**Routing congestion map**

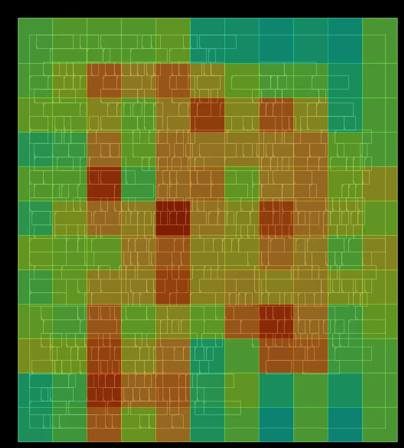
**Metal layers overlaid**

Bar = 20 um. Two of the layers only.
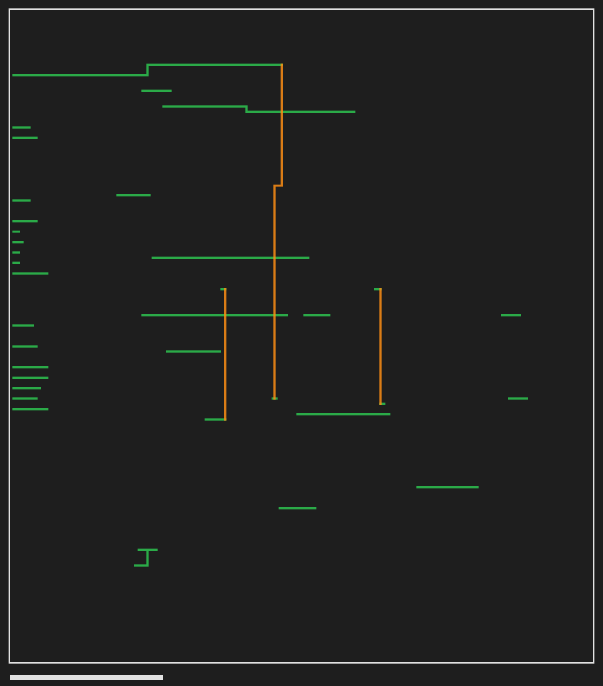
**Metal 1**

Bar = 20 um. Cells faint in the background.
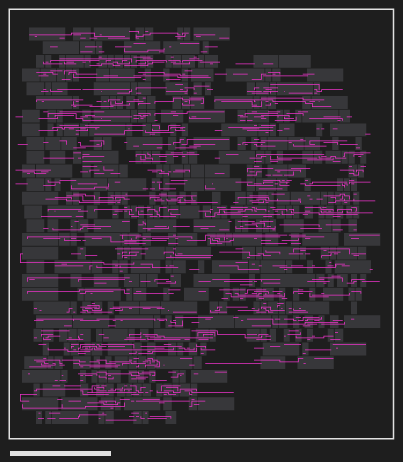
**Wiring heat map**

15 x 17 tiles, from white (low) to dark blue (high), scaled to the fullest tile. Values are wire area over tile area, all layers added.
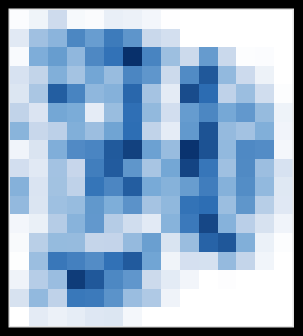
**Zoomed window**

Bar = 5 um. Window x 47 to 67, y 54 to 74 um. Cells in grey, sequential cells in the stronger grey; small squares are vias.
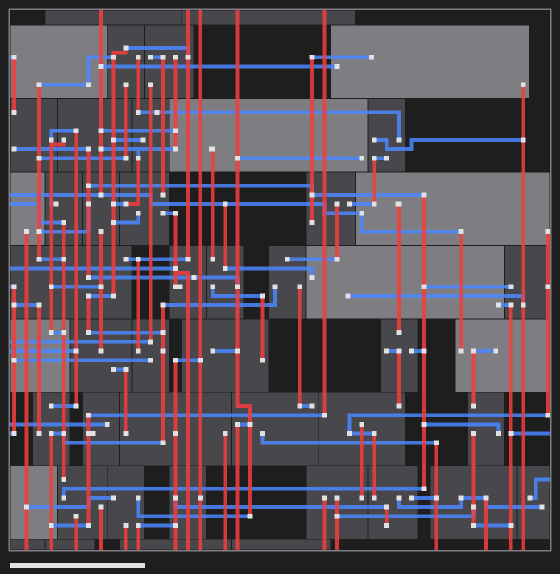
==> config.mk <==
export PLATFORM = sky130hd
export DESIGN_NAME = ps2_host_tx
export DESIGN_NICKNAME = d
export VERILOG_FILES = /design/src/rtl/ps2_host_tx_pkg.sv /design/src/rtl/ps2_line_sync.sv /design/src/rtl/ps2_host_tx.sv
export SDC_FILE = /design/constraint.sdc
export NUM_CORES = 1
export LEC_CHECK = 0
export ABC_AREA = 1
export CAP_MARGIN = 30
export CORE_AREA = 2 2 74 83
export CTS_BUF_LIST = sky130_fd_sc_hd__clkbuf_8 sky130_fd_sc_hd__clkbuf_16
export DETAILED_ROUTE_END_ITERATION = 6
export DIE_AREA = 0 0 76 85
export PLACE_DENSITY = 0.73
export RECOVER_POWER = 100
export SYNTH_ARGS = -nofsm -noshare
export SYNTH_HDL_FRONTEND = slang
export SYNTH_SLANG_ARGS = --single-unit
export TNS_END_PERCENT = 10
==> constraint.sdc <==
create_clock -name clk -period 1.5 [get_ports clk]
set_input_delay 0.225 -clock clk [delete_from_list [all_inputs] [get_ports clk]]
set_output_delay 0.225 -clock clk [all_outputs]
set_load 0.05 [all_outputs]
==> impl_metrics.env <==
# yosys + openroad results
export IMPL_synth_distinct_cells=32
export IMPL_ys_cells=401
export IMPL_logic_gate_count=285
export IMPL_clk_latency_ps=330
export IMPL_lay_top_count="nand2_1"
export IMPL_grt_pass1_wl_um=10500
export IMPL_nNonClkBuffers=42
export IMPL_syn2layout_area_growth_pct=27.0
export IMPL_r2r_cells=8
export IMPL_warning_count=32
export IMPL_outcome="finished with violations"
export IMPL_grt_ovfl_total=0
export IMPL_hold_class="flop to flop"
export IMPL_clk_pin_slew_ps=60
export IMPL_final_setup_viol_count=6
export IMPL_violations="negative setup slack"
export IMPL_comb_share_pct=43.1
export IMPL_critPathArrivalTime_ps=1550
export IMPL_powerClk_mw=1.36
export IMPL_dieWidth_um=76
export IMPL_ir_drop_uv=980
export IMPL_synthFlopType="dfxtp_1"
export IMPL_setup_ws_ps=-280
export IMPL_p_seq_mw=1.63
export IMPL_start_kind="flop"
-- 'routing congestion map' (at the start) --
GR Util met3: 5.85%
routing usage on met1: 23.2%

-- 'metal layers overlaid' (at the start) --
| colour | layer | wire length |
|---|---|---|
| green | metal 3 | 201 um |
| orange | metal 4 | 76.4 um |
WL final: 6000 um
GRT Overall Usage: 20.2%

-- 'metal 1' (at the start) --
nets with wire on the layer: 434
main direction: horizontal
wire length on this layer: 2640 um
share of all routed wire: 44%
vias post-DR: 2646

-- 'wiring heat map' (at the start) --
emptiest ninth of the die: south-east
densest ninth of the die: centre
fullest tile: 0.41
nearly empty tiles: 17%
WL/cell: 11.2 um

-- 'zoomed window' (at the start) --
| colour | layer |
|---|---|
| red | metal 2 |
| blue | metal 1 |
most frequent: nand2_1 (7), inv_1 (5)
cells with their middle in the window: 36
sequential cells in the window: 4

[layer usage]
metal	track usage, %	up-vias
li1	-	1389
met2	35.2	50
met1	23.2	1201
met3	5.85	6
met5	0	-
met4	8.93	0
[kinds of logic after synthesis]
family / count (synthesis) / synth area share (%)
xor+xnor: 11 / 3.36
compound gates: 72 / 12.8
buf+inv: 59 / 8.10
simple gates: 196 / 33.4
fa+ha+maj: 6 / 2.61
flops: 57 / 39.7
[critical path, cell delays in order (launching register included)]
cell and delay, ps:
dfxtp_2 330, inv_1 60, ha_1 150, nand4_1 100, nor3_1 140, nand2_1 100
o21ai_2 190, buf_12 160
[metrics by stage]
step                instances  hold WS, ps  area, sq um  TNS, ps  setup slack [ps]
floorplan                 401          329         2910    -2920              -281
global placement          516          393         3400        0              12.4
CTS                       532          412         3620     -372              -317
detailed placement        516          397         3400    -51.0             -28.8
global route              533          430         3650    -3000              -363
finish                    533          410         3650     -317              -280
[timing repair]
action	CTS	global route
gates resized	9	18
pin swaps	0	2
buffers inserted	0	1
setup endpoints to repair	8	23
hold buffers	0	0
[cells in the mapped netlist (2+ instances only)]
library cell | n | area, sq um
nor3_2 | 3 | 30.0
ha_1 | 6 | 75.1
nor2_1 | 43 | 161
inv_1 | 51 | 191
nand3_1 | 21 | 105
o21ai_0 | 22 | 110
a21oi_1 | 42 | 210
nand2_2 | 5 | 31.3
nor2_4 | 4 | 45.0
xnor2_1 | 6 | 52.6
or2_2 | 6 | 37.5
nand3b_4 | 2 | 40.0
o21ai_1 | 5 | 25.0
nand3b_1 | 2 | 15.0
nand2_4 | 2 | 22.5
inv_2 | 5 | 18.8
nor2_2 | 5 | 31.3
dfxtp_1 | 57 | 1140
nand2_1 | 82 | 308
nand4_1 | 3 | 18.8
nor3_1 | 14 | 70.1
xor2_1 | 5 | 43.8
